$ cat config.mk
export PLATFORM = sky130hd
export DESIGN_NAME = alu_control_unit
export DESIGN_NICKNAME = d
export VERILOG_FILES = /design/src/rtl/alu_control_unit.sv
export SDC_FILE = /design/constraint.sdc
export NUM_CORES = 1
export LEC_CHECK = 0
export CAP_MARGIN = 20
export CORE_MARGIN = 2
export CORE_UTILIZATION = 43
export CTS_BUF_LIST = sky130_fd_sc_hd__clkbuf_16
export CTS_CLUSTER_DIAMETER = 100
export DETAILED_ROUTE_END_ITERATION = 12
export PLACE_DENSITY = 0.68
export SKIP_LAST_GASP = 1
export SYNTH_ARGS = -nofsm -noshare
export SYNTH_HDL_FRONTEND = slang
export SYNTH_SLANG_ARGS = --single-unit
$ cat constraint.sdc
create_clock -name clk -period 1.8 [get_ports clk]
set_input_delay 0.54 -clock clk [delete_from_list [all_inputs] [get_ports clk]]
set_output_delay 0.54 -clock clk [all_outputs]
set_load 0.01 [all_outputs]
$ cat src/rtl/alu_control_unit.sv
// -----------------------------------------------------------------------------
// alu_control_unit
//   Sequencer that sits in front of the 4-bit ALU. Fetches 8-bit instructions
//   from program ROM and decodes them. It holds a 4x4-bit register file, feeds
//   the ALU operands, opcode and enable, and writes the ALU result and flags
//   back. One instruction executes at a time through a multi-cycle FSM:
//   IDLE, FETCH, DECODE, OPERAND, EXEC, WB, HALT (plus STALL when single-step
//   is built in).
//
//   Instruction byte: [7:4] opcode, [3:2] rd, [1:0] rs.
//   LDI/JMP/JZ/JC take a second byte at PC+1.
//
// Ports
//   clk         in   rising-edge clock
//   rst         in   asynchronous active-high reset
//   start       in   leave IDLE and begin execution (looked at in IDLE only)
//   step        in   single-step advance (only with CU_SINGLE_STEP_EN)
//   instr_addr  out  program-memory address, equal to the PC
//   instr_data  in   program-memory data, combinational read of instr_addr
//   alu_a       out  ALU operand A = R[rd] (registered, held outside EXEC)
//   alu_b       out  ALU operand B = R[rs] (registered, held outside EXEC)
//   alu_opcode  out  ALU opcode 1000..1111 (registered, held outside EXEC)
//   alu_en      out  high only during EXEC of an ALU instruction
//   alu_result  in   ALU result
//   alu_z/n/c/v in   ALU zero / negative / carry / overflow
//   flags       out  latched {Z,N,C,V}; updated only in WB of an ALU op
//   busy        out  high in every state except IDLE, HALT and STALL
//   halted      out  high in HALT
//
// Build option
//   CU_SINGLE_STEP_EN: adds the step port. Every transition that would enter
//   FETCH waits in STALL (busy low) until a rising edge on step. Each rising
//   edge runs exactly one instruction.
// -----------------------------------------------------------------------------
module alu_control_unit #(
  // ADDR_W must not exceed 8, because jump targets come from the operand byte
  parameter int ADDR_W = 4
) (
  input  logic              clk,
  input  logic              rst,
  input  logic              start,
`ifdef CU_SINGLE_STEP_EN
  input  logic              step,
`endif
  output logic [ADDR_W-1:0] instr_addr,
  input  logic [7:0]        instr_data,
  output logic [3:0]        alu_a,
  output logic [3:0]        alu_b,
  output logic [3:0]        alu_opcode,
  output logic              alu_en,
  input  logic [3:0]        alu_result,
  input  logic              alu_z,
  input  logic              alu_n,
  input  logic              alu_c,
  input  logic              alu_v,
  output logic [3:0]        flags,
  output logic              busy,
  output logic              halted
);

  typedef enum logic [2:0] {
    IDLE,
    FETCH,
    DECODE,
    OPERAND,
    EXEC,
    WB,
    HALT,
    STALL
  } state_t;

  localparam logic [3:0] OP_LDI = 4'b0001;
  localparam logic [3:0] OP_MOV = 4'b0010;
  localparam logic [3:0] OP_JMP = 4'b0011;
  localparam logic [3:0] OP_JZ  = 4'b0100;
  localparam logic [3:0] OP_JC  = 4'b0101;
  localparam logic [3:0] OP_HLT = 4'b0111;

  state_t            state_q, state_d, fetchNext;
  logic [ADDR_W-1:0] pc_q, pc_d, pcInc, target;
  logic [7:0]        ir_q, ir_d;
  logic [3:0]        regs_q [4];
  logic [3:0]        flags_q, flags_d;
  logic [3:0]        aluA_q, aluA_d;
  logic [3:0]        aluB_q, aluB_d;
  logic [3:0]        aluOp_q, aluOp_d;
  logic              aluEn_q, aluEn_d;
  logic [3:0]        res_q, res_d;
  logic [3:0]        capFlags_q, capFlags_d;
  logic              busy_q, halted_q;
  logic              regWe;
  logic [1:0]        regWa;
  logic [3:0]        regWd;
  logic [1:0]        rd, rs;

  assign rd     = ir_q[3:2];
  assign rs     = ir_q[1:0];
  assign pcInc  = pc_q + 1'b1;
  assign target = instr_data[ADDR_W-1:0];

`ifdef CU_SINGLE_STEP_EN
  logic stepPrev_q, stepPend_q, stepPend_d, stepGo;

  // A rising edge on step is remembered until a transition into FETCH uses it.
  // Then a pulse that arrives in the middle of an instruction still releases
  // the next instruction. Pending pulses are dropped in IDLE and HALT, so
  // start is still needed before anything is fetched.
  assign stepGo     = stepPend_q | (step & ~stepPrev_q);
  assign fetchNext  = stepGo ? FETCH : STALL;
  assign stepPend_d = stepGo && (state_d != FETCH) &&
                      (state_q != IDLE) && (state_q != HALT);

  // Step edge detector and pending-pulse flag
  always_ff @(posedge clk or posedge rst) begin
    if (rst) begin
      stepPrev_q <= 1'b0;
      stepPend_q <= 1'b0;
    end else begin
      stepPrev_q <= step;
      stepPend_q <= stepPend_d;
    end
  end
`else
  assign fetchNext = FETCH;
`endif

  // Next-state and datapath decode. Each state either moves the PC, loads the
  // IR, stages ALU operands, or produces at most one register-file write. That
  // write comes from MOV in DECODE, LDI in OPERAND, or the ALU result in WB,
  // so only one write port is needed. Taken jumps override the PC increment.
  always_comb begin
    state_d    = state_q;
    pc_d       = pc_q;
    ir_d       = ir_q;
    flags_d    = flags_q;
    aluA_d     = aluA_q;
    aluB_d     = aluB_q;
    aluOp_d    = aluOp_q;
    aluEn_d    = 1'b0;
    res_d      = res_q;
    capFlags_d = capFlags_q;
    regWe      = 1'b0;
    regWa      = rd;
    regWd      = 4'd0;
    case (state_q)
      IDLE: begin
        if (start) state_d = fetchNext;
      end
      FETCH: begin
        ir_d    = instr_data;
        pc_d    = pcInc;
        state_d = DECODE;
      end
      DECODE: begin
        if (ir_q[7]) begin
          aluA_d  = regs_q[rd];
          aluB_d  = regs_q[rs];
          aluOp_d = ir_q[7:4];
          aluEn_d = 1'b1;
          state_d = EXEC;
        end else begin
          case (ir_q[7:4])
            OP_LDI, OP_JMP, OP_JZ, OP_JC: state_d = OPERAND;
            OP_MOV: begin
              regWe   = 1'b1;
              regWd   = regs_q[rs];
              state_d = fetchNext;
            end
            OP_HLT:  state_d = HALT;
            default: state_d = fetchNext;
          endcase
        end
      end
      OPERAND: begin
        pc_d = pcInc;
        case (ir_q[7:4])
          OP_LDI: begin
            regWe = 1'b1;
            regWd = instr_data[3:0];
          end
          OP_JMP: pc_d = target;
          OP_JZ:  if (flags_q[3]) pc_d = target;
          OP_JC:  if (flags_q[1]) pc_d = target;
          default: ;
        endcase
        state_d = fetchNext;
      end
      EXEC: begin
        res_d      = alu_result;
        capFlags_d = {alu_z, alu_n, alu_c, alu_v};
        state_d    = WB;
      end
      WB: begin
        regWe   = 1'b1;
        regWd   = res_q;
        flags_d = capFlags_q;
        state_d = fetchNext;
      end
      HALT:    state_d = HALT;
      STALL:   state_d = fetchNext;
      default: state_d = IDLE;
    endcase
  end

  // All FSM state, the register file and the registered outputs. busy and
  // halted are computed from the next state, so they change on the same edge
  // as the state and come straight from flops.
  always_ff @(posedge clk or posedge rst) begin
    if (rst) begin
      state_q    <= IDLE;
      pc_q       <= '0;
      ir_q       <= 8'd0;
      flags_q    <= 4'd0;
      aluA_q     <= 4'd0;
      aluB_q     <= 4'd0;
      aluOp_q    <= 4'd0;
      aluEn_q    <= 1'b0;
      res_q      <= 4'd0;
      capFlags_q <= 4'd0;
      busy_q     <= 1'b0;
      halted_q   <= 1'b0;
      for (int i = 0; i < 4; i++) regs_q[i] <= 4'd0;
    end else begin
      state_q    <= state_d;
      pc_q       <= pc_d;
      ir_q       <= ir_d;
      flags_q    <= flags_d;
      aluA_q     <= aluA_d;
      aluB_q     <= aluB_d;
      aluOp_q    <= aluOp_d;
      aluEn_q    <= aluEn_d;
      res_q      <= res_d;
      capFlags_q <= capFlags_d;
      busy_q     <= (state_d != IDLE) && (state_d != HALT) && (state_d != STALL);
      halted_q   <= (state_d == HALT);
      if (regWe) regs_q[regWa] <= regWd;
    end
  end

  assign instr_addr = pc_q;
  assign alu_a      = aluA_q;
  assign alu_b      = aluB_q;
  assign alu_opcode = aluOp_q;
  assign alu_en     = aluEn_q;
  assign flags      = flags_q;
  assign busy       = busy_q;
  assign halted     = halted_q;

endmodule
Fig. 1: run 1, M3 wires
Scale: 3 px per um.
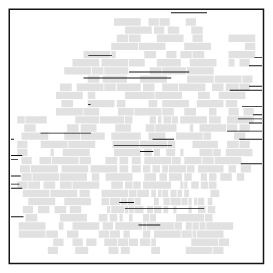
wire length on this layer: 238 um
main direction: horizontal
longest straight run: 29.0 um
nets with wire on the layer: 25
share of all routed wire: 4.0%

Fig. 2: run 1, clock wires, drivers and flops
Scale: 4 px per um.
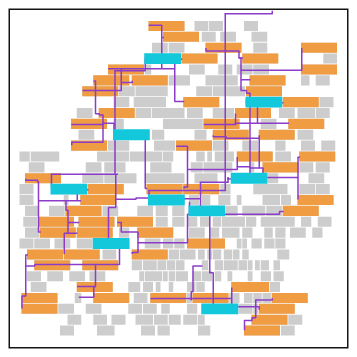
legend:
  purple:
    item: clock wires
    length: 769 um
  cyan:
    item: clock-net drivers
    count: 9
  orange:
    item: flip-flops
    count: 58
flops lie: all over the die
routed clock nets: 10
clock network power share: 0.238
P_clk: 1.46 mW

Fig. 3: run 1, routing congestion
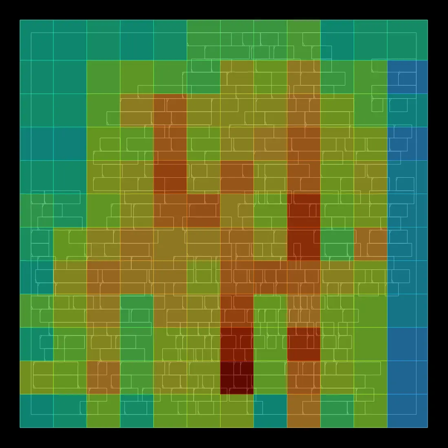
GR Layer Usage met3: 0.0403
GRT busiest layer: met2

Fig. 4: run 1, register map, names as in the netlist
Scale: 3 px per um. Other sequential cells in the stronger gray, the rest of the logic in the fainter gray.
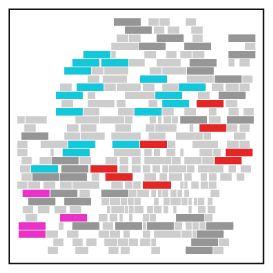
legend:
  cyan:
    signal: `regs_q`
    placed_flops: 16
  red:
    signal: `ir_q`
    placed_flops: 8
  magenta:
    signal: `capFlags_q`
    placed_flops: 4
    where: lower left
not colored: 30
register area: 1450 um^2
flop share of the area: 0.383
sequential power: 2.24 mW

==> flow_summary.json, run 1 <==
{
  "fin_area_um2": 3800,
  "critPathLaunchType": "register",
  "cts_buffers": 9,
  "post-route-min-period_ns": 1.79,
  "peakVddDrop_uv": 864,
  "worstPathRequired_ns": 2.06,
  "nets": 287,
  "ys_sh_adder": 0.00452,
  "drt_first_iter_violations": 118,
  "coreArea_um2": 6280,
  "cp.arrival_ns": 2.05,
  "htree_levels": 3,
  "rows": 29,
  "antennaDiodeCount": 0,
  "antenna_found_initial": 0,
  "synth_area_um2": 2770,
  "clk_pin_slew_ns": 0.05,
  "cts_tree": "yes",
  "floorplan.nets": 217,
  "drive_gt1_frac": 0.419,
  "clockBufferDepth": 2,
  "yosys.area.top_type_share": 0.524,
  "top_cells_by_count": "58 x dfrtp_1, 41 x mux2_2, 8 x mux4_2",
  "placed_cell_area_um2": 3410,
  "area_delta_synth_final_pct": 37.2,
  "setup-violations-final": 0,
  "rsz0062_at_grt": "yes",
  "outcome": "finished, final reports clean",
  "ys_area_um2": 2770,
  "finClkSkew_ns": 0.00465,
  "pin_count": 42,
  "via_per_inst": 5.42,
  "ys_warn_count": 0,
  "ys_sh_aoi": 0.0746,
  "slew_viol_final": 0
}
-- run 1: per-stage QoR --
stage	setup slack (ns)	setup TNS, ns
after CTS	-0.00872	-0.0111
after detailed placement	-0.0272	-0.138
after global routing	-0.0431	-0.404
after global placement	-0.00841	-0.0260
after floorplan	0.0143	0
final	0.00565	0
-- run 1: repair_timing --
item | in CTS | in global routing
endpoints found under the setup margin | 11 | 19
resized | 5 | 15
setup buffers | 2 | 3
pin swaps | 2 | 5
hold buffers | 0 | 0
-- run 1: placed cells by master (no fill, tap or decap), types with 4 or more instances in the layout --
cell and instances:
dfrtp_1 56, nand2_1 7, clkbuf_16 9, nand2b_1 6, mux2_4 7, a32oi_1 4
clkdlybuf4s50_1 35, inv_1 4, mux2_2 38, nor2_1 5, mux4_2 8, a21oi_1 4
buf_4 26
-- run 1: final cells by class --
| cell class | count | area (um^2) | share of cell area |
|---|---|---|---|
| Inverter | 4 | 18.8 | 0.00494 |
| Multi-Input combinational cell | 126 | 1340 | 0.352 |
| Timing Repair Buffer | 68 | 629 | 0.166 |
| Clock inverter | 7 | 37.5 | 0.00989 |
| Sequential cell | 58 | 1450 | 0.383 |
| Clock buffer | 9 | 225 | 0.0593 |
| Tap cell | 77 | 96.3 | 0.0254 |
-- run 1: logic make-up after synthesis --
logic type | count (synthesis)
AOI/OAI and AO/OA | 25
buffers and inverters | 13
DFF | 58
and+or+nand+nor | 42
adders and majority gates | 1
muxes | 57
xor gates and xnor gates | 1
-- run 1: flip-flops by register name, indices dropped and copies added (netlist names), 3 cells and up --
name and cells:
res_q 4, alu_a 4, alu_b 4, state_q 3
flags 4, ir_q 8, alu_opcode 4, regs_q 16
instr_addr 4, capFlags_q 4
-- run 1: metal layers --
layer	share of wire	track usage	vias to the layer above
li1	-	-	889
met1	0.46	0.248	957
met2	0.49	0.274	42
met3	0.039	0.0403	5
met4	0.012	0.0880	0
met5	0	0	-
-- run 1: power breakdown --
part / switching [mW] / internal (mW) / leakage (nW)
clock network: 0.555 / 0.909 / 0.130
logic: 1.05 / 1.40 / 0.813
registers: 0.478 / 1.76 / 0.742
-- run 1: path summary, 6_finish.rpt --
check | slack (ns) | cells past startpoint | endpoint
max in group asynchronous | 0.89 | 3 | state_q[2]$_DFF_PP0_
hold / removal | 0.46 | 1 | alu_opcode[3]$_DFFE_PP0P_
hold reg to reg | 0.46 | 1 | alu_opcode[3]$_DFFE_PP0P_
setup / recovery | 0.006 | 5 | regs_q[11]$_DFFE_PP0P_
setup reg to reg | 0.006 | 5 | regs_q[11]$_DFFE_PP0P_
min in group asynchronous | 0.65 | 3 | res_q[3]$_DFFE_PP0P_
Fig. 5: run 1, wiring by layer
Scale: 3 px per um.
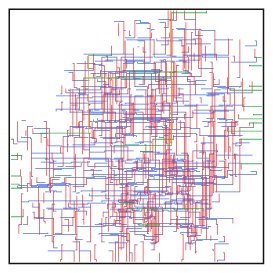

==> run 2, diff against run 1 <==
--- a/config.mk
+++ b/config.mk
@@ -8,7 +8,6 @@
 export CAP_MARGIN = 20
 export CORE_MARGIN = 2
 export CORE_UTILIZATION = 43
-export CTS_BUF_LIST = sky130_fd_sc_hd__clkbuf_16
 export CTS_CLUSTER_DIAMETER = 100
 export DETAILED_ROUTE_END_ITERATION = 12
 export PLACE_DENSITY = 0.68
Fig. 6: run 2, wiring by layer
Scale: 3 px per um.
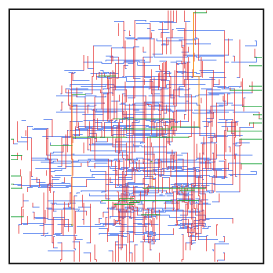
legend:
  red:
    layer: M2
    wire_length: 2730 um
  blue:
    layer: M1
    wire_length: 2750 um
  green:
    layer: M3
    wire_length: 253 um
  orange:
    layer: M4
    wire_length: 92.3 um

Fig. 7: run 2, M3 wires
Scale: 3 px per um.
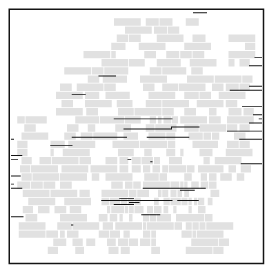
share of all routed wire: 4.3%
nets with wire on the layer: 31
longest straight run: 23.5 um
wire length on this layer: 253 um
GR Layer Usage met3: 0.0462
via count: 1885
total routed wirelength: 5830 um

==> run 2 against run 1 <==
Against the previous run:
- count of clock-buffer cells in the layout is 2 higher
- critical path depth did not move
- first-iteration DRC count shrank 8.5%
- largest cell class unchanged
- largest power group unchanged
==> flow_summary.json, run 2 <==
{
  "outcome": "finished, final reports clean",
  "ys_sh_aoi": 0.0746,
  "peakVddDrop_uv": 952,
  "floorplan.nets": 217,
  "drt_first_iter_violations": 108,
  "top_cells_by_count": "58 x dfrtp_1, 41 x mux2_2, 8 x mux4_2",
  "cts_buffers": 9,
  "pwr-share-comb": 0.418,
  "top_regs": "regs_q (16), ir_q (8)",
  "internal_power_mw": 3.61,
  "final_cell_mix": "57 x dfrtp_1, 41 x mux2_2, 25 x clkdlybuf4s50_1",
  "setup-violations-final": 0,
  "final_common_cell": "dfrtp_1",
  "pwr-share-clk": 0.184,
  "cts_hold_buf": 0,
  "ys_warn_count": 0,
  "finClkSkew_ns": 0.00786,
  "r2r_setup_slack_ns": 0.03,
  "via_per_inst": 5.43,
  "largest_register_ffs": 16,
  "placed_cell_area_um2": 3410,
  "yosys.area.top_type_share": 0.524,
  "slew_viol_final": 0,
  "post-route-min-period_ns": 1.77,
  "drive_gt1_frac": 0.419,
  "p_sw_frac": 0.354,
  "pwr-share-seq": 0.398,
  "nets": 285,
  "synth_area_um2": 2770,
  "switchingPower_mw": 1.98,
  "cts_tree": "yes",
  "regMostFlops": "regs_q",
  "pin_count": 42,
  "clockBufferDepth": 2,
  "area_delta_synth_final_pct": 32.5,
  "fin_area_um2": 3670,
  "ys_sh_adder": 0.00452,
  "combGateArea_um2": 1300,
  "rows": 29,
  "coreArea_um2": 6280,
  "regArea_um2": 1450,
  "ys_area_um2": 2770,
  "antennaDiodeCount": 0
}
-- run 2: final timing paths --
check	cells past startpoint	start	endpoint
worst max-delay path	5	ir_q[7]$_DFFE_PP0P_	regs_q[12]$_DFFE_PP0P_
worst min-delay path	1	alu_opcode[3]$_DFFE_PP0P_	alu_opcode[3]$_DFFE_PP0P_
worst max register to register	5	ir_q[7]$_DFFE_PP0P_	regs_q[12]$_DFFE_PP0P_
worst min register to register	1	alu_opcode[3]$_DFFE_PP0P_	alu_opcode[3]$_DFFE_PP0P_
max in group asynchronous	3	rst	state_q[2]$_DFF_PP0_
min in group asynchronous	3	rst	res_q[3]$_DFFE_PP0P_
-- run 2: power groups by stage --
stage	combinational (mW)	sequential, mW	clock, mW
after floorplan	1.52	2.09	0
after global placement	2.31	2.24	0
after CTS	2.34	2.24	1.07
after global routing	2.52	2.31	1.13
after detailed placement	2.34	2.26	0
final	2.34	2.23	1.03
-- run 2: area by class of cell --
cell class	instances	area share
sequential	58	0.396
multi-input combinational	126	0.354
timing repair buffer	66	0.171
clock buffer	11	0.0386
tap	77	0.0263
clock inverter	5	0.00819
inverter	4	0.00512
-- run 2: cells by family after synthesis --
family                   count (synthesis)
adder cells (fa/ha/maj)                  1
XOR/XNOR                                 1
AND-OR/OR-AND                           25
AND/OR/NAND/NOR                         42
flip-flops                              58
buffers and inverters                   13
multiplexers                            57
-- run 2: metrics by stage --
| stage | hold slack [ns] | setup WS, ns | TNS [ns] |
|---|---|---|---|
| after floorplan | 0.477 | 0.0143 | 0 |
| after global placement | 0.451 | -0.00841 | -0.0260 |
| after detailed placement | 0.458 | -0.0272 | -0.138 |
| after CTS | 0.474 | -0.00969 | -0.0153 |
| after global routing | 0.493 | -0.0281 | -0.226 |
| final | 0.466 | 0.0290 | 0 |
-- run 2: metal layers --
layer  vias up  routed length, um  GRT usage
li1        876                  -          -
met1       948               2750      0.244
met3         8                252     0.0462
met2        53               2730      0.264
met5         -                  0          0
met4         0                 92     0.0909
-- run 2: worst max-delay path, stage by stage (launching register included) --
cell,delay [ns]
dfrtp_1,0.42
nor4b_4,0.37
o21ai_4,0.16
a211oi_4,0.24
buf_4,0.17
mux2_4,0.30
-- run 2: what timing repair did --
action,in CTS,in global routing
pin swaps,2,3
setup buffers,2,1
resized,9,15
endpoints found under the setup margin,14,26
Power figures rest on the tool's default switching activity, not on a simulated workload.
